<file path="config.mk">
export PLATFORM = sky130hd
export DESIGN_NAME = aes_block_scheduler
export DESIGN_NICKNAME = d
export VERILOG_FILES = /design/src/rtl/aes_block_scheduler.sv
export SDC_FILE = /design/constraint.sdc
export NUM_CORES = 1
export LEC_CHECK = 0
export CAP_MARGIN = 20
export CORE_AREA = 2 2 270 272
export CTS_BUF_LIST = sky130_fd_sc_hd__clkbuf_2 sky130_fd_sc_hd__clkbuf_4 sky130_fd_sc_hd__clkbuf_8
export CTS_CLUSTER_DIAMETER = 120
export DETAILED_ROUTE_END_ITERATION = 6
export DIE_AREA = 0 0 272 274
export HOLD_SLACK_MARGIN = 0.12
export PLACE_DENSITY_LB_ADDON = 0.25
export SLEW_MARGIN = 0
export SYNTH_ARGS = -nofsm -noshare
export SYNTH_HDL_FRONTEND = slang
export SYNTH_SLANG_ARGS = --single-unit
</file>
<file path="constraint.sdc">
create_clock -name clk -period 3 [get_ports clk]
set_input_delay 0.6 -clock clk [delete_from_list [all_inputs] [get_ports clk]]
set_output_delay 0.6 -clock clk [all_outputs]
set_load 0.01 [all_outputs]
</file>
<file path="src/rtl/aes_block_scheduler.sv">
// AES block scheduler: moves one packet at a time from the input FIFO through
// the AES core to the output FIFO, handling key loads and CBC chaining.
//
// state    | meaning
// ---------+---------------------------------------------------------------
// IDLE     | waiting for a packet; latches the command on first data
// KEY      | popping the key block
// KWAIT    | key expansion in progress
// IV       | popping the CBC initialisation vector
// POP      | popping the next payload block
// START    | aes_start high for one cycle
// WAIT     | waiting for the core result
// PUSH     | offering the result to the output FIFO
// DRAIN    | between blocks; ends the packet or pops again
module aes_block_scheduler #(
  parameter int WORD_S  = 32,
  parameter int BLK_S   = 128,
  parameter int CMD_ENC = 0,
  parameter int CMD_DEC = 1,
  parameter int CMD_KEY = 2
) (
  input  logic              clk,
  input  logic              resetn,
  input  logic [WORD_S-1:0] axis_cmd,
  input  logic              axis_slave_done,
  input  logic [BLK_S-1:0]  in_fifo_rdata,
  input  logic              in_fifo_read_tvalid,
  input  logic              in_fifo_empty,
  output logic              in_fifo_r_e,
  output logic [BLK_S-1:0]  aes_key,
  output logic              aes_key_load,
  input  logic              aes_key_done,
  output logic [BLK_S-1:0]  aes_blk_in,
  output logic              aes_decrypt,
  output logic              aes_start,
  input  logic              aes_done,
  input  logic [BLK_S-1:0]  aes_blk_out,
  output logic [BLK_S-1:0]  out_fifo_wdata,
  output logic              out_fifo_wvalid,
  input  logic              out_fifo_wready,
  output logic              sched_busy,
  output logic              sched_done
);

  localparam logic [1:0] OP_ENC = 2'(CMD_ENC);
  localparam logic [1:0] OP_DEC = 2'(CMD_DEC);
  localparam logic [1:0] OP_KEY = 2'(CMD_KEY);

  typedef enum logic [3:0] {
    ST_IDLE,
    ST_KEY,
    ST_KWAIT,
    ST_IV,
    ST_POP,
    ST_START,
    ST_WAIT,
    ST_PUSH,
    ST_DRAIN
  } state_t;

  state_t           state;
  logic [1:0]       op_q;
  logic             cbc_q;
  logic [BLK_S-1:0] iv_q;
  logic [BLK_S-1:0] next_iv_q;

  logic [1:0] new_op;
  logic       new_cbc;
  logic       op_enc;
  logic       op_dec;
  logic       pop;
  logic       cmd_unused;

  // Only the low three command bits carry meaning.
  assign cmd_unused = ^axis_cmd[WORD_S-1:3];

  assign new_op  = axis_cmd[1:0];
  // Chaining is only meaningful for encrypt/decrypt packets.
  assign new_cbc = axis_cmd[2] && ((new_op == OP_ENC) || (new_op == OP_DEC));
  assign op_enc  = (op_q == OP_ENC);
  assign op_dec  = (op_q == OP_DEC);

  // The scheduler is always ready to take a block while in a popping state.
  assign in_fifo_r_e = (state == ST_POP) || (state == ST_KEY) || (state == ST_IV);
  assign pop         = in_fifo_r_e && in_fifo_read_tvalid;
  assign sched_busy  = (state != ST_IDLE);

  // Packet sequencing FSM with registered core/FIFO control outputs.
  always_ff @(posedge clk or negedge resetn) begin
    if (!resetn) begin
      state           <= ST_IDLE;
      op_q            <= 2'd0;
      cbc_q           <= 1'b0;
      iv_q            <= '0;
      next_iv_q       <= '0;
      aes_key         <= '0;
      aes_key_load    <= 1'b0;
      aes_blk_in      <= '0;
      aes_decrypt     <= 1'b0;
      aes_start       <= 1'b0;
      out_fifo_wdata  <= '0;
      out_fifo_wvalid <= 1'b0;
      sched_done      <= 1'b0;
    end else begin
      aes_key_load <= 1'b0;
      aes_start    <= 1'b0;
      sched_done   <= 1'b0;
      case (state)
        ST_IDLE: begin
          if (!in_fifo_empty) begin
            op_q  <= new_op;
            cbc_q <= new_cbc;
            if (new_op == OP_KEY) state <= ST_KEY;
            else if (new_cbc)     state <= ST_IV;
            else                  state <= ST_POP;
          end
        end
        ST_KEY: begin
          if (pop) begin
            aes_key      <= in_fifo_rdata;
            aes_key_load <= 1'b1;
            state        <= ST_KWAIT;
          end
        end
        ST_KWAIT: begin
          if (aes_key_done) state <= ST_DRAIN;
        end
        ST_IV: begin
          if (pop) begin
            iv_q  <= in_fifo_rdata;
            state <= ST_POP;
          end
        end
        ST_POP: begin
          if (pop) begin
            if (op_enc || op_dec) begin
              aes_blk_in  <= (op_enc && cbc_q) ? (in_fifo_rdata ^ iv_q) : in_fifo_rdata;
              if (op_dec && cbc_q) next_iv_q <= in_fifo_rdata;
              aes_decrypt <= op_dec;
              aes_start   <= 1'b1;
              state       <= ST_START;
            end else begin
              // Set-key extras and reserved-op payload are discarded.
              state <= ST_DRAIN;
            end
          end
        end
        ST_START: begin
          state <= ST_WAIT;
        end
        ST_WAIT: begin
          if (aes_done) begin
            out_fifo_wvalid <= 1'b1;
            if (cbc_q && op_enc) begin
              out_fifo_wdata <= aes_blk_out;
              iv_q           <= aes_blk_out;
            end else if (cbc_q && op_dec) begin
              out_fifo_wdata <= aes_blk_out ^ iv_q;
              iv_q           <= next_iv_q;
            end else begin
              out_fifo_wdata <= aes_blk_out;
            end
            state <= ST_PUSH;
          end
        end
        ST_PUSH: begin
          if (out_fifo_wready) begin
            out_fifo_wvalid <= 1'b0;
            state           <= ST_DRAIN;
          end
        end
        ST_DRAIN: begin
          if (axis_slave_done && in_fifo_empty) begin
            sched_done <= 1'b1;
            state      <= ST_IDLE;
          end else if (in_fifo_read_tvalid) begin
            state <= ST_POP;
          end
        end
        default: state <= ST_IDLE;
      endcase
    end
  end

endmodule

</file>
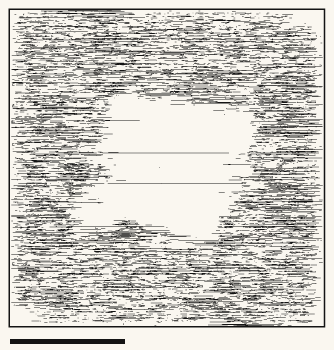
(run_1/m1.png)
Scale bar: 100 microns.
The layer carries 36.3 mm of wire. 3446 nets have wire on it. The layer holds 42% of the routed length. The wires run mostly horizontal. The longest straight run is 110 microns.

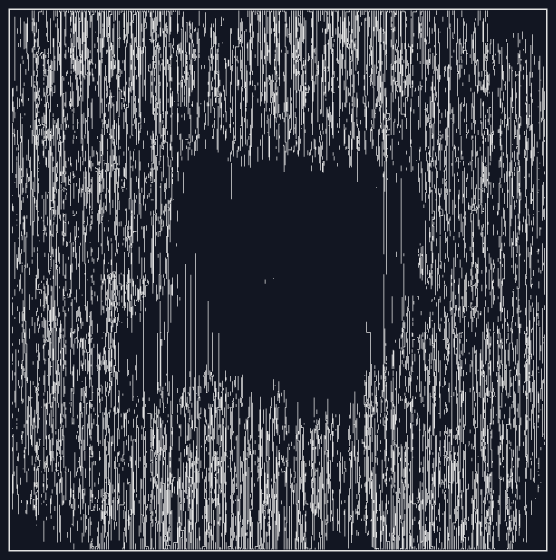
(run_1/m2.png)
The longest straight run is 88.3 microns. The layer holds 48% of the routed length. The wires run mostly vertical.
vias: 23110
GR Layer Usage met2: 0.3743
routed wire length: 86.67 mm

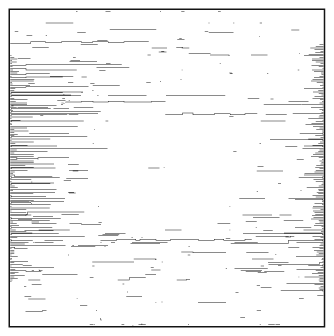
(run_1/m3.png)
The layer holds 7.7% of the routed length. The wires run mostly horizontal.
met3 track demand over resource: 0.06883

==> run summary, run 1 <==
fresh numbers from the pnr run: fraction of the yosys area taken by sequential cells=0.5527, depth of the most critical reg-to-reg path=6, GPL Wtd Cong=about 0.82, Fin. Hold Viols=0, final cell count without fillers=4646, Top Layer Used=met5, most frequent cells after synthesis=nand2_1 (779), dfrtp_1 (652), a21oi_1 (389), mux2_2 (261), xor2_1 (256), FF-to-FF End=out_fifo_wdata[73]$_DFFE_PN0P_, dominant delay contributor by cell family on the critical path=buffers and inverters, placed cell areas=about 37000 sq um, Hold WC Path Type=input port to asynchronous set/reset pin, initial antenna violation count=11, slowest library cell on the worst path=clkdlybuf4s50_1, clock skew=roughly 0.035 ns, AO/OA Area Share=0.1138, RR Startpoint=op_q[1]$_DFFE_PN0P_, run status=finished, final reports clean, sequential power share=0.389, ys async rst share=1.000, fin crit share=0.8870, RSZ-0062 raised after global routing=no, synthesis-to-layout area growth=33.84%, Synth Cell Area=29520 sq um, Most used DFF post-synth=dfrtp_1, nonclk buf count=713, grt peak-use layer=met2, largest net degree at the start of global routing=between 100 and 150, cell-internal power=approximately 0.025 W, drt initial violations=around 1200, final-layout clock buffer total=187, Chip Width=272 microns, crit path kind=flop to primary output, P_clk=about 0.0086 W, clock network power share=0.222, critical path endpoint category=primary output, placed instance count=4440, final worst slack=about 0.34 ns, Dominant comb cell=simple AND/OR/NAND/NOR gates, TritonRoute pass-1 iters=5, top cells by area=dfrtp_1 (55%), mux2_2 (10%), nand2_1 (9.9%), Reg clk slew, reported paths=around 0.060 ns, met1 WL=about 36 mm
==> inputs of run 2 (changes only) <==
--- a/config.mk
+++ b/config.mk
@@ -13,7 +13,8 @@
 export DIE_AREA = 0 0 272 274
 export HOLD_SLACK_MARGIN = 0.12
 export PLACE_DENSITY_LB_ADDON = 0.25
-export SLEW_MARGIN = 0
+export SLEW_MARGIN = 10
 export SYNTH_ARGS = -nofsm -noshare
 export SYNTH_HDL_FRONTEND = slang
 export SYNTH_SLANG_ARGS = --single-unit
+export TNS_END_PERCENT = 20
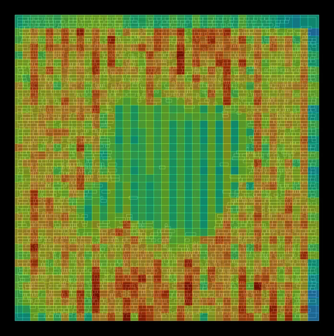
(run_2/congestion_map.png)
gr usage total: 0.2300
Core Util, Final: 0.5490
wire per inst: 18.65 microns

==> run 2 against run 1 <==
Compared with the run above: area after synthesis did not move; critical path depth unchanged; clock skew did not move; non-clock buffer count stayed put; register-to-register slack about the same; sequential power barely moved; largest power group unchanged.
==> run summary, run 2 <==
fresh numbers from the pnr run: run status=finished, final reports clean, RR Startpoint=op_q[1]$_DFFE_PN0P_, clock network power share=0.222 (about the same), met1 WL=36.29 mm (unchanged), slowest library cell on the worst path=clkdlybuf4s50_1, Worst-Margin Slew=0.7420 ns, placed cell areas=37060 sq um (unchanged), Fin. Hold Viols=0 (unchanged), Fillers=between 6000 and 7000, critical-path maximum fanout=17, R2R Setup Slk=roughly 0.80 ns, initial antenna violation count=11 (unchanged), cell-internal power=0.02538 W (unchanged), drt initial violations=1232 (unchanged), routed wire length=86.67 mm (unchanged), RSZ-0062 raised after global routing=no, fin crit share=0.8870 (unchanged), final cell count without fillers=4646 (unchanged), nonclk buf count=713 (unchanged), largest net degree at the start of global routing=139 (unchanged), Cell Type Count=37, top cells by area=dfrtp_1 (55%), mux2_2 (10%), nand2_1 (9.9%), CTS Root Cell=clkbuf_8, dpl hpwl=between 50 and 60 mm, Gate power share=0.389, GPL Wtd Cong=0.8203 (unchanged), Inverters=5, most frequent cells in the layout=nand2_1 (779), clkdlybuf4s50_1 (655), dfrtp_1 (649), a21oi_1 (389), mux2_2 (261), crit path DRT=between 2 and 2.5 ns, fin nets=approximately 3900, ys async rst share=1.000 (unchanged), yosys warns=0, total CTS buffers=approximately 110, TritonRoute pass-1 iters=5 (unchanged), layout cells sized above 1=0.1438, fmax=approximately 380 MHz, crit path kind=flop to primary output, Bufs on Longest Clock Path=3, Tmin final=2.661 ns, Finished Cell Area=39510 sq um, Chip Width=272 microns (unchanged), Max-Cap Viols=0, final-layout clock buffer total=187 (unchanged), grt peak-use layer=met2, VDD IR max=between 0.5 and 0.6 mV, GR Util met1=0.2959, crit path to=sched_busy, fraction of the yosys area taken by sequential cells=0.5527 (unchanged), Dominant comb cell=simple AND/OR/NAND/NOR gates, top-count cell post-synth=nand2_1, critical path endpoint category=primary output, sequential power share=0.389 (about the same), Top pwr grp=registers, placed instance count=4440 (unchanged), Crit path largest cell delay=approximately 0.54 ns, first-pass GRT wire length=approximately 130 mm, flip-flops=roughly 650, clock skew=0.03529 ns (unchanged), Most used DFF post-synth=dfrtp_1, P_clk=0.00856 W (about the same), AO/OA Area Share=0.1138 (unchanged), H-tree lvl count=3, most frequent cells after synthesis=nand2_1 (779), dfrtp_1 (652), a21oi_1 (389), mux2_2 (261), xor2_1 (256), Reg clk slew, reported paths=0.06 ns (about the same), Hold WC Path Type=input port to asynchronous set/reset pin, ys cells=2973, XOR Share, Synth=0.07595, vias=23110 (unchanged), Top Layer Used=met5, depth of the most critical reg-to-reg path=6 (unchanged), FF-to-FF End=out_fifo_wdata[73]$_DFFE_PN0P_, flop share of the area=0.4131, GR Layer Usage met2=0.3743 (unchanged), synthesis-to-layout area growth=33.84% (unchanged), PD cells=around 970 nW/um^2, met3 track demand over resource=0.06883 (unchanged), Post-Syn Nets=3269, P_leak=roughly 17 nW, total congestion overflow=0, CTS resizes=2, dominant delay contributor by cell family on the critical path=buffers and inverters, Layout clock area frac=0.06087, multi-input gates=2112, switch share=0.3410, Synth Cell Area=29520 sq um (unchanged), final worst slack=0.3391 ns (unchanged)
Power figures rest on the tool's default switching activity, not on a simulated workload.
